`config.mk`:
```
export PLATFORM = sky130hd
export DESIGN_NAME = game_flow_ctrl
export DESIGN_NICKNAME = d
export VERILOG_FILES = /design/src/rtl/game_flow_ctrl_pkg.sv /design/src/rtl/game_flow_ctrl_edge_pulse.sv /design/src/rtl/game_flow_ctrl.sv
export SDC_FILE = /design/constraint.sdc
export NUM_CORES = 1
export LEC_CHECK = 0
export CAP_MARGIN = 40
export CORE_MARGIN = 2
export CORE_UTILIZATION = 45
export DETAILED_ROUTE_END_ITERATION = 12
export PLACE_DENSITY_LB_ADDON = 0.05
export SLEW_MARGIN = 20
export SYNTH_ARGS = -nofsm -noshare
export SYNTH_HDL_FRONTEND = slang
export SYNTH_SLANG_ARGS = --single-unit
```
`constraint.sdc`:
```
create_clock -name clk -period 1.7 [get_ports clk]
set_input_delay 0.34 -clock clk [delete_from_list [all_inputs] [get_ports clk]]
set_output_delay 0.34 -clock clk [all_outputs]
set_load 0.02 [all_outputs]
```
`src/rtl/game_flow_ctrl_pkg.sv`:
```
`default_nettype none
// ============================================================================
// Module      : game_flow_ctrl_pkg
// Description : Shared constants for the game round sequencer: state
//               encodings, default round parameters and song indices.
// Revision    : 1.0 - initial release
// ============================================================================
package game_flow_ctrl_pkg;

    // Round state encoding, also presented on state_o for the LCD
    localparam logic [2:0] c_st_idle  = 3'd0;
    localparam logic [2:0] c_st_arm   = 3'd1;
    localparam logic [2:0] c_st_count = 3'd2;
    localparam logic [2:0] c_st_play  = 3'd3;
    localparam logic [2:0] c_st_win   = 3'd4;
    localparam logic [2:0] c_st_lose  = 3'd5;

    // Default round parameters
    localparam int          c_cnt_ticks_default = 3000;
    localparam int          c_lives_default     = 3;
    localparam logic [15:0] c_win_score_default = 16'h0100;
    localparam int          c_songs_default     = 2;

    // Song indices
    localparam logic [1:0] c_song0 = 2'd0;
    localparam logic [1:0] c_song1 = 2'd1;

    // Blink period: led[0] toggles every 250 ticks (2 Hz from 1 kHz)
    localparam logic [7:0] c_blink_last = 8'd249;

    // One-hot song indicator for the LEDs, {song1, song0}
    function automatic logic [1:0] song_onehot(input logic [1:0] idx);
        song_onehot = 2'b00;
        if (idx == c_song0) song_onehot = 2'b01;
        if (idx == c_song1) song_onehot = 2'b10;
    endfunction

endpackage : game_flow_ctrl_pkg
`default_nettype wire

```
`src/rtl/game_flow_ctrl_edge_pulse.sv`:
```
`default_nettype none
// ============================================================================
// Module      : game_flow_ctrl_edge_pulse
// Description : Rising/falling edge detector for an already synchronised
//               level input, using a registered previous value.
// Revision    : 1.0 - initial release
// ============================================================================
module game_flow_ctrl_edge_pulse (
    input  logic clk,
    input  logic rst,
    input  logic i_sig,
    output logic o_rise,
    output logic o_fall
);

    logic r_prev;

    // Remember last cycle's level so edges show up as one-cycle pulses
    always_ff @(posedge clk or posedge rst) begin
        if (rst) r_prev <= 1'b0;
        else     r_prev <= i_sig;
    end

    assign o_rise = i_sig & ~r_prev;
    assign o_fall = ~i_sig & r_prev;

endmodule : game_flow_ctrl_edge_pulse
`default_nettype wire

```
`src/rtl/game_flow_ctrl.sv`:
```
`default_nettype none
// ============================================================================
// Module      : game_flow_ctrl
// Description : Round sequencer for the rhythm game. Latches the song,
//               runs a countdown, gates play, tracks lives and score and
//               ends the round in WIN or LOSE.
// Revision    : 1.0 - initial release
// ============================================================================
module game_flow_ctrl
    import game_flow_ctrl_pkg::*;
#(
    parameter int          CNT_TICKS = c_cnt_ticks_default,
    parameter int          LIVES     = c_lives_default,
    parameter logic [15:0] WIN_SCORE = c_win_score_default,
    parameter int          SONGS     = c_songs_default
) (
    input  logic        clk,
    input  logic        reset,
    input  logic        tick_1k,
    input  logic        start_sw,
    input  logic [1:0]  song_sel,
    input  logic        hit_p,
    input  logic        miss_p,
    input  logic        song_end_p,
    input  logic [15:0] score_bcd,
    output logic        play_en,
    output logic [1:0]  song,
    output logic        score_clr,
    output logic [2:0]  lives,
    output logic [2:0]  state_o,
    output logic [2:0]  led
);

    localparam int             c_cw       = (CNT_TICKS > 1) ? $clog2(CNT_TICKS) : 1;
    localparam logic [c_cw-1:0] c_cnt_load = c_cw'(CNT_TICKS - 1);
    localparam logic [2:0]     c_lives    = 3'(LIVES);
    localparam logic           c_song1_en = (SONGS > 1);

    logic [2:0]      r_state, w_state_nxt;
    logic [c_cw-1:0] r_cnt, w_cnt_nxt;
    logic [2:0]      r_lives, w_lives_nxt;
    logic [1:0]      r_song, w_song_nxt;
    logic            r_song_valid, w_song_valid_nxt;
    logic            r_play_en;
    logic [7:0]      r_blink_cnt;
    logic            r_blink;
    logic [7:0]      r_hit_cnt;

    logic            w_start_rise, w_start_fall;
    logic            w_sel_valid;
    logic [1:0]      w_sel_idx;
    logic [2:0]      w_lives_dec;
    logic            w_led0;
    logic            w_endgame;

    game_flow_ctrl_edge_pulse u_start_edge (
        .clk    (clk),
        .rst    (reset),
        .i_sig  (start_sw),
        .o_rise (w_start_rise),
        .o_fall (w_start_fall)
    );

    // bit0 wins when both selects are set; song 1 only exists if configured
    assign w_sel_valid = song_sel[0] | (song_sel[1] & c_song1_en);
    assign w_sel_idx   = song_sel[0] ? c_song0 : c_song1;
    assign w_lives_dec = (r_lives != 3'd0) ? (r_lives - 3'd1) : 3'd0;
    assign w_endgame   = (r_state == c_st_win) || (r_state == c_st_lose);

    // Round control: next state and next values of the round registers
    always_comb begin
        w_state_nxt      = r_state;
        w_cnt_nxt        = r_cnt;
        w_lives_nxt      = r_lives;
        w_song_nxt       = r_song;
        w_song_valid_nxt = r_song_valid;
        case (r_state)
            c_st_idle: begin
                if (w_sel_valid) begin
                    w_song_nxt       = w_sel_idx;
                    w_song_valid_nxt = 1'b1;
                end
                if (w_start_rise) w_state_nxt = c_st_arm;
            end
            c_st_arm: begin
                w_lives_nxt = c_lives;
                w_cnt_nxt   = c_cnt_load;
                w_state_nxt = c_st_count;
            end
            c_st_count: begin
                if (tick_1k) begin
                    if (r_cnt == '0) w_state_nxt = c_st_play;
                    else             w_cnt_nxt   = r_cnt - c_cw'(1);
                end
            end
            c_st_play: begin
                if (miss_p) w_lives_nxt = w_lives_dec;
                // Valid BCD orders the same as binary, so a plain compare works
                if (miss_p && (r_lives <= 3'd1))
                    w_state_nxt = c_st_lose;
                else if ((score_bcd >= WIN_SCORE) || (song_end_p && (r_lives != 3'd0)))
                    w_state_nxt = c_st_win;
            end
            c_st_win, c_st_lose: begin
                w_state_nxt = r_state;
            end
            default: w_state_nxt = c_st_idle;
        endcase
        // Releasing start aborts any round; lives and song survive the abort
        if ((r_state != c_st_idle) && w_start_fall) begin
            w_state_nxt = c_st_idle;
            w_lives_nxt = r_lives;
            w_cnt_nxt   = r_cnt;
        end
    end

    // Round registers; play_en is registered from the next state so it
    // follows PLAY exactly
    always_ff @(posedge clk or posedge reset) begin
        if (reset) begin
            r_state      <= c_st_idle;
            r_cnt        <= '0;
            r_lives      <= c_lives;
            r_song       <= c_song0;
            r_song_valid <= 1'b0;
            r_play_en    <= 1'b0;
        end else begin
            r_state      <= w_state_nxt;
            r_cnt        <= w_cnt_nxt;
            r_lives      <= w_lives_nxt;
            r_song       <= w_song_nxt;
            r_song_valid <= w_song_valid_nxt;
            r_play_en    <= (w_state_nxt == c_st_play);
        end
    end

    // 2 Hz blink of the status LED while a finished round is displayed
    always_ff @(posedge clk or posedge reset) begin
        if (reset) begin
            r_blink_cnt <= 8'd0;
            r_blink     <= 1'b1;
        end else if (!w_endgame) begin
            r_blink_cnt <= 8'd0;
            r_blink     <= 1'b1;
        end else if (tick_1k) begin
            if (r_blink_cnt == c_blink_last) begin
                r_blink_cnt <= 8'd0;
                r_blink     <= ~r_blink;
            end else begin
                r_blink_cnt <= r_blink_cnt + 8'd1;
            end
        end
    end

    // Saturating hit counter, kept as a debug register only
    always_ff @(posedge clk or posedge reset) begin
        if (reset)                           r_hit_cnt <= 8'd0;
        else if (hit_p && (r_hit_cnt != 8'hFF)) r_hit_cnt <= r_hit_cnt + 8'd1;
    end

    // Running LED: solid in IDLE, blinking after a round, dark while playing
    always_comb begin
        w_led0 = 1'b0;
        if (r_state == c_st_idle) w_led0 = 1'b1;
        else if (w_endgame)       w_led0 = r_blink;
    end

    // Song LEDs stay dark until a song has actually been chosen after reset
    assign led       = {(r_song_valid ? song_onehot(r_song) : 2'b00), w_led0};
    assign play_en   = r_play_en;
    assign song      = r_song;
    assign score_clr = (r_state == c_st_arm);
    assign lives     = r_lives;
    assign state_o   = r_state;

endmodule : game_flow_ctrl
`default_nettype wire
```
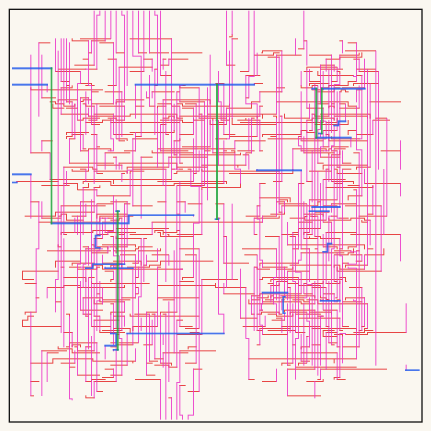
(wiring by layer)
(6 px per micron)
magenta -> M2  # wire length 2,860 microns
red -> M1  # wire length 2,030 microns
blue -> M3  # wire length 145 microns
green -> M4  # wire length 87.0 microns
total track usage: 0.234
via count: 1,791
routed wire length: 5120 microns
DR WL/cell: 16.2 microns

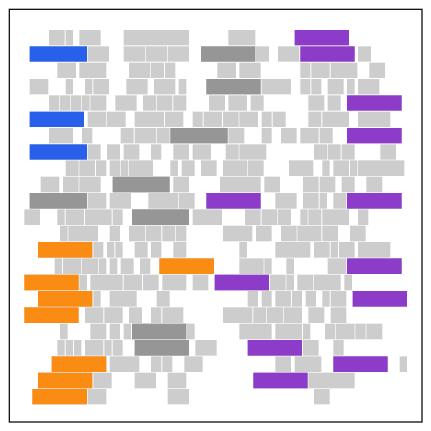
(where the registers sit)
(6 px per micron) Other sequential cells in the stronger gray, the rest of the logic in the fainter gray.
orange -> `r_blink_cnt`  # flops 8
blue -> `lives`  # flops 3
purple -> `r_cnt`  # flops 12
not colored = 8
utilization after layout: 0.666
flop share of the area: 0.294

==> GITHUB_STEP_SUMMARY <==
### Metrics collected by this job

| Metric | Value |
|---|---|
| Status | `finished, final reports clean` |
| First-pass GRT wire length | `between 8000 and 9000 microns` |
| P_leak | `1.09 nW` |
| Area growth, synth to finish | `42.2%` |
| Tot Pwr | `0.00323 W` |
| Hold Slack | `approximately 0.32 ns` |
| Worst path depth | `5` |
| Mapped Cells | `approximately 200` |
| CTS tree | `yes` |
| Clk Latency, worst-skew pair | `just under 0.3 ns` |
| Hold-fix buffers, CTS | `0` |
| Min Tclk post-route | `1.67 ns` |
| Top delay family on crit path | `simple AND/OR/NAND/NOR gates` |
| Share of layout cells above drive strength 1 | `0.308` |
| Crit path arrival time | `approximately 1.8 ns` |
| Crit path max fanout | `4` |
| Initial DRC Count | `between 90 and 100` |
| Most frequent cells in the layout | `38 x buf_4, 25 x dfrtp_1, 22 x nor2_1, 16 x clkdlybuf4s50_1, 10 x o21ai_0` |
| CTS Buf Count | `5` |
| Distinct lib cells | `about 53` |
| Synth top area share | `0.374` |
| Syn Nets | `around 230` |
| Max-cap violations | `0` |
| H-tree depth | `2` |
| Post-synthesis async set-or-reset flop share | `1.00` |
| Met1 GRT Util | `0.245` |
| Syn. warnings | `0` |
| Setup WS pre-CTS | `-0.243 ns` |
| Cell-internal power | `slightly above 0.002 W` |
| DIE WIDTH | `68.5 microns` |
| R2R cell count | `5` |
| Fin crit share | `0.980` |
| Port Buffer Count | `27` |
| Met2 Use GR | `0.433` |
| Worst-path cell chain | `nor4_4 -> nand4_1 -> buf_4 -> o211ai_1 -> o21ai_1` |
| Placer Congestion | `just over 0.9` |
| Biggest area cells | `dfrtp_1 37%, nor2_1 4.4%, dfstp_2 4.2%` |
| Hold Crit Class | `input pin to asynchronous set/reset pin` |
| Number of flip-flops in the largest register | `12` |
| Synth area leader | `dfrtp_1` |
| CP peak stage delay | `around 0.43 ns` |
| Buf+Inv Stages, Crit Path | `1` |
| Final worst slack | `0.0346 ns` |
| Metal3 WL | `144 microns` |
| Seq group | `just over 0.001 W` |
| Count leader, synth | `dfrtp_1` |
| Post-synth EDFFs | `0` |
| Slowest cell on crit path | `dfrtp_1` |
| Filler cells | `312` |
| Root buf cell | `clkbuf_8` |
| N_diodes | `0` |
| Worst VDD drop | `a little over 600 uV` |
| Post-DRT Antenna Nets | `0` |
| RSZ-0062 raised after global routing | `yes` |
| Final HPWL DP | `~3800 microns` |
| Vias in the first global route | `between 1,500 and 2,000` |
| Met2 WL | `~2900 microns` |
| Clk network pwr share | `0.239` |
| Final slew viol count | `0` |
| YS chip area | `~1900 sq um` |
| Final setup fails | `0` |
| RR Endpoint | `r_cnt[5]$_DFFE_PP0P_` |
| Ys flops | `31` |
| Fmax | `between 0.6 and 0.7 GHz` |
| P_sw | `about 0.0012 W` |
| Synth Seq Share | `0.416` |
| P_clk | `around 0.00077 W` |
| Worst Skew | `0.00401 ns` |
| Combinational power | `between 0.001 and 0.0015 W` |
| Most frequent logic cell in the layout | `buf_4` |
| Critical path startpoint category | `flop` |
| R2R setup slack | `~0.035 ns` |
| DP Cell Count | `a little over 300` |
| DR DRC count | `0` |
| Sw Share | `0.372` |
| CTS Sinks | `31` |
| Top Registers | `r_cnt: 12 flops, r_blink_cnt: 8 flops` |
| Cell area power density | `approximately 1200 nW/um^2` |
| Gr ovfl total | `0` |
## final cells by class
class	instances	area, sq um	area share
flip-flops and latches	31	783	0.294
repair buffers	67	571	0.214
clock inverters	2	35.0	0.0131
clock buffers	6	82.6	0.0310
well taps	50	62.6	0.0235
inverters	6	22.5	0.00845
multi-input cells	154	1110	0.416
## cell families (layout without fill, tap and decap cells)
| family | after synthesis | count (layout) | share of synthesized area |
|---|---|---|---|
| flops | 31 | 31 | 0.416 |
| other cells | 1 | 1 | 0.00200 |
| buf+inv | 15 | 81 | 0.0474 |
| xor+xnor | 7 | 7 | 0.0327 |
| simple gates | 85 | 85 | 0.265 |
| fa+ha+maj | 3 | 3 | 0.0200 |
| compound gates | 54 | 54 | 0.194 |
| mux | 4 | 4 | 0.0227 |
Power and IR drop assume default switching activity.
